**Signal metal coverage by tile**

Scale bar: 50 µm. 27 x 37 tiles, from dark purple (low) to yellow (high), scaled to the fullest tile. Values are wire area over tile area, all layers added.
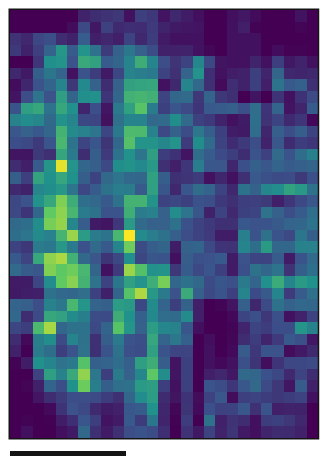
**Met4 routing**

Scale bar: 50 µm. Supply wires on this layer in gray.
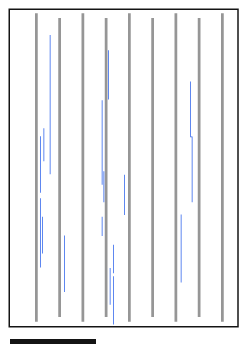
<file path="src/rtl/fetch_unit.sv">
// Instruction fetch stage: credit-limited in-order requests to instruction memory, a small
// registered FIFO of returned words toward decode, and wrong-path discard after redirects.
module fetch_unit #(
    parameter logic [31:0] RESET_PC  = 32'h0000_0000,
    parameter int          DEPTH     = 2,
    parameter logic [31:0] NOP_INSTR = 32'h0000_0013
) (
    input  logic        clk,
    input  logic        rst,
    output logic        imem_req_valid,
    input  logic        imem_req_ready,
    output logic [31:0] imem_addr,
    input  logic        imem_rsp_valid,
    input  logic [31:0] imem_rsp_data,
    output logic        if_valid,
    input  logic        id_ready,
    output logic [31:0] if_instr,
    output logic [31:0] if_pc,
    output logic [31:0] if_pc4,
    input  logic        redirect_valid,
    input  logic [31:0] redirect_target
);

    localparam int              CW        = $clog2(DEPTH + 1);
    localparam int              PW        = (DEPTH > 1) ? $clog2(DEPTH) : 1;
    localparam logic [CW:0]     DEPTH_W   = (CW + 1)'(DEPTH);
    localparam logic [PW-1:0]   LAST_PTR  = PW'(DEPTH - 1);
    localparam logic [31:0]     WORD_MASK = 32'hFFFF_FFFC;

    logic [31:0]   pc;
    logic [31:0]   head_pc;
    logic [31:0]   fifo_mem [DEPTH];
    logic [PW-1:0] rd_ptr;
    logic [PW-1:0] wr_ptr;
    logic [CW-1:0] fifo_count;
    logic [CW-1:0] outstanding;
    logic [CW-1:0] drop_cnt;

    logic          credit_ok;
    logic          req_fire;
    logic          rsp_take;
    logic          push;
    logic          pop;
    logic [31:0]   target_word;
    logic [PW-1:0] rd_ptr_nxt;
    logic [PW-1:0] wr_ptr_nxt;

    // Credits cover both in-flight requests and buffered words, so a push never finds the FIFO full.
    assign credit_ok      = ({1'b0, outstanding} + {1'b0, fifo_count}) < DEPTH_W;
    assign imem_req_valid = !rst && !redirect_valid && credit_ok;
    assign imem_addr      = pc;
    assign req_fire       = imem_req_valid && imem_req_ready;

    assign rsp_take    = imem_rsp_valid && (outstanding != '0);
    assign push        = rsp_take && (drop_cnt == '0) && !redirect_valid;
    assign if_valid    = (fifo_count != '0) && !redirect_valid;
    assign pop         = if_valid && id_ready;

    assign if_instr    = if_valid ? fifo_mem[rd_ptr] : NOP_INSTR;
    assign if_pc       = head_pc;
    assign if_pc4      = head_pc + 32'd4;

    assign target_word = redirect_target & WORD_MASK;
    assign rd_ptr_nxt  = (rd_ptr == LAST_PTR) ? '0 : rd_ptr + PW'(1);
    assign wr_ptr_nxt  = (wr_ptr == LAST_PTR) ? '0 : wr_ptr + PW'(1);

    always_ff @(posedge clk) begin
        if (!rst && push) begin
            fifo_mem[wr_ptr] <= imem_rsp_data;
        end
    end

    always_ff @(posedge clk) begin
        if (rst) begin
            pc          <= RESET_PC;
            head_pc     <= RESET_PC;
            rd_ptr      <= '0;
            wr_ptr      <= '0;
            fifo_count  <= '0;
            outstanding <= '0;
            drop_cnt    <= '0;
        end else begin
            case ({req_fire, rsp_take})
                2'b10:   outstanding <= outstanding + CW'(1);
                2'b01:   outstanding <= outstanding - CW'(1);
                default: outstanding <= outstanding;
            endcase

            if (redirect_valid) begin
                // Everything still in flight after this cycle belongs to the old path.
                pc         <= target_word;
                head_pc    <= target_word;
                rd_ptr     <= '0;
                wr_ptr     <= '0;
                fifo_count <= '0;
                drop_cnt   <= outstanding - (rsp_take ? CW'(1) : CW'(0));
            end else begin
                if (req_fire) begin
                    pc <= pc + 32'd4;
                end
                if (rsp_take && (drop_cnt != '0)) begin
                    drop_cnt <= drop_cnt - CW'(1);
                end
                if (push) begin
                    wr_ptr <= wr_ptr_nxt;
                end
                if (pop) begin
                    rd_ptr  <= rd_ptr_nxt;
                    head_pc <= head_pc + 32'd4;
                end
                case ({push, pop})
                    2'b10:   fifo_count <= fifo_count + CW'(1);
                    2'b01:   fifo_count <= fifo_count - CW'(1);
                    default: fifo_count <= fifo_count;
                endcase
            end
        end
    end

endmodule
</file>
<file path="config.mk">
export PLATFORM = sky130hd
export DESIGN_NAME = fetch_unit
export DESIGN_NICKNAME = d
export VERILOG_FILES = /design/src/rtl/fetch_unit.sv
export SDC_FILE = /design/constraint.sdc
export NUM_CORES = 1
export LEC_CHECK = 0
export CAP_MARGIN = 20
export CELL_PAD_IN_SITES_DETAIL_PLACEMENT = 0
export CELL_PAD_IN_SITES_GLOBAL_PLACEMENT = 1
export CORE_ASPECT_RATIO = 1.4
export CORE_MARGIN = 1.5
export CORE_UTILIZATION = 30
export DETAILED_ROUTE_END_ITERATION = 10
export PLACE_DENSITY_LB_ADDON = 0.1
export REMOVE_ABC_BUFFERS = 1
export SYNTH_ARGS = -nofsm -noshare
export SYNTH_HDL_FRONTEND = slang
export SYNTH_SLANG_ARGS = --single-unit
</file>
<file path="constraint.sdc">
create_clock -name clk -period 3.9 [get_ports clk]
set_clock_uncertainty 0.15 [all_clocks]
set_input_delay 0.39 -clock clk [delete_from_list [all_inputs] [get_ports clk]]
set_output_delay 0.39 -clock clk [all_outputs]
set_load 0.05 [all_outputs]
</file>
==> GITHUB_STEP_SUMMARY <==
### Metrics collected by this job

| Metric | Value |
|---|---|
| Setup TNS | `0 ns` |
| Seq Cell Count | `133` |
| Via Count | `6476` |
| Post-layout util | `0.427` |
| RSZ-0062 raised after global routing | `false` |
| Antenna cells | `0` |
| Hold EP | `outstanding[1]$_SDFFE_PP0P_` |
| Reg2reg setup slack | `0.76 ns` |
| Most common reg cell | `dfxtp_1` |
| P_seq | `1.61 mW` |
| Dominant cell area share | `0.273` |
| Sw Share | `0.286` |
| Clock-cell share | `0.0652` |
| Post-DP HPWL | `17200 µm` |
| MI comb cells | `523` |
| Least-Margin Pin Slew | `1.05 ns` |
| Max Clk Rate | `268 MHz` |
| Yosys cell count | `736` |
| Share of cells above drive strength 1 | `0.109` |
| Path depth of the worst reg2reg path | `8` |
| Via density | `5.26` |
| Yosys stat area | `7050 µm²` |
| Clock share of power | `0.430` |
| Setup crit end | `if_pc4[25]` |
| Syn_area_per_cell | `9.58 µm²` |
| Critical Path Slowest Stage Cell | `clkdlybuf4s50_1` |
| Endpoint class of the critical path | `output pin` |
| Sequential share of cell area | `0.335` |
| Vias in the first global route | `6591` |
| Critical-path cell list | `nand4_1 -> buf_4 -> nor3_1 -> nand3_1 -> xnor2_1 -> clkdlybuf4s50_1` |
| Clock tree buffer depth | `2` |
| Max-cap viol count | `0` |
| Hold Slack | `0.238 ns` |
| Avg WL per Cell | `19.3 µm` |
| Starting Density | `0.305` |
| Status | `completed` |
| Routed length on met3 | `1270 µm` |
| Ys async rst share | `0` |
| Total Wirelength | `23800 µm` |
| Post-DRT Antenna Nets | `0` |
| DRC | `0` |
| Top cell excl fill/tap | `clkdlybuf4s50_1` |
| Share of power burned in registers | `0.396` |
| Ys flops | `133` |
| Comb gate area | `3420 µm²` |
| Yosys synthesis warning count | `0` |
| Layout Cells excl Fill | `1232` |
| Global-route wire length before repair | `36500 µm` |
| Placed cell areas | `9220 µm²` |
| Dominant logic cell types in the final layout | `155 x clkdlybuf4s50_1, 68 x dfxtp_1, 64 x edfxtp_1` |
| Highest-power group | `clock` |
| Placed insts | `1200` |
| HP Start | `rst` |
| Design Power | `4.07 mW` |
| Largest net degree at the start of global routing | `65` |
| Critical R2R Capture | `outstanding[1]$_SDFFE_PP0P_` |
| Cell area leaders | `edfxtp_1 27%, dfxtp_1 20%, mux2i_1 4.5%` |
| Final hold vios | `0` |
| Plain + repair buffers | `212` |
| # hold bufs at CTS | `0` |
| Pre-CTS setup slack | `0.645 ns` |
| Post-CTS sizing | `0` |
| Routed metal-1 wirelength | `9670 µm` |
| Tot GR Track Use | `0.196` |
| Critical path start-end classification | `flop to output pin` |
| Clkbuf count | `20` |
| Arrival @ worst endpoint | `3.19 ns` |
| Number of enable flip-flop cells | `64` |
| CTS sink cnt | `133` |
| Yosys cell types | `60` |
| Gpl congestion | `0.827` |
| Cell Area, Synth | `7050 µm²` |
| Clk power | `1.75 mW` |
| Maximum vdd drop | `322 µV` |
| Logic gate share of total power | `0.174` |
| Fraction of area in multi-input gates | `0.347` |
| Gate count after technology mapping | `736` |
| Initial DRC Count | `380` |
| P&R area growth vs syn | `40.0%` |
| Final worst slack | `0.167 ns` |
| Max Used Layer | `met4` |
| P_leak | `3.32 nW` |
| Seq share, synth | `0.469` |
| Top class by area | `logic gates` |
| Io pins | `200` |
| Global route overflow | `0` |
| WL met2 | `12300 µm` |
| Register area | `3300 µm²` |
| TritonCTS clock tree | `done` |
| Max H-tree Level | `4` |
| Die Span X | `133 µm` |
| Area leader, netlist | `edfxtp_1` |
| M1 GR Usage | `0.224` |
| Non-clk invs | `26` |
| Rel. slew slack | `0.296` |
| Tapcell Cnt | `306` |
| Cell depth of the worst setup path | `6` |
| Net switching power | `1.16 mW` |
| Std-Cell Rows | `66` |
| Met3 usage | `0.0435` |
| Worst-path clk slew | `0.06 ns` |
| Gr busiest metal | `met2` |
| FF-to-FF Start | `fifo_count[0]$_SDFFE_PP0P_` |
Back to the opening pictures, 'signal metal coverage by tile':
mean over tiles	0.15
nearly empty tiles	8.2%
fullest tile	0.58
tiles over half the peak	12%
densest ninth of the die	west
emptiest ninth of the die	north-east

Back to the opening pictures, 'met4 routing':
nets with wire on the layer	12
wire length on this layer	531 µm

[kinds of logic (layout without fill, tap and decap cells)]
| logic type | count (synthesis) | after routing | synth area share |
|---|---|---|---|
| DFF | 133 | 133 | 0.468 |
| other | 1 | 6 | 0.000532 |
| buffers and inverters | 85 | 270 | 0.0506 |
| xor gates and xnor gates | 50 | 50 | 0.0621 |
| adders and majority gates | 7 | 7 | 0.0135 |
| AOI/OAI and AO/OA | 129 | 129 | 0.133 |
| and+or+nand+nor | 299 | 299 | 0.226 |
| muxes | 32 | 32 | 0.0454 |
[flip-flops by register name, indices dropped and copies added (netlist names), named ones only]
| name | flops |
|---|---|
| imem_addr | 30 |
| fifo_mem | 64 |
| drop_cnt | 2 |
| wr_ptr | 1 |
| if_pc | 30 |
| fifo_count | 2 |
| outstanding | 2 |
| rd_ptr | 1 |
No activity file was given, so power comes from the tool's default toggle rates.
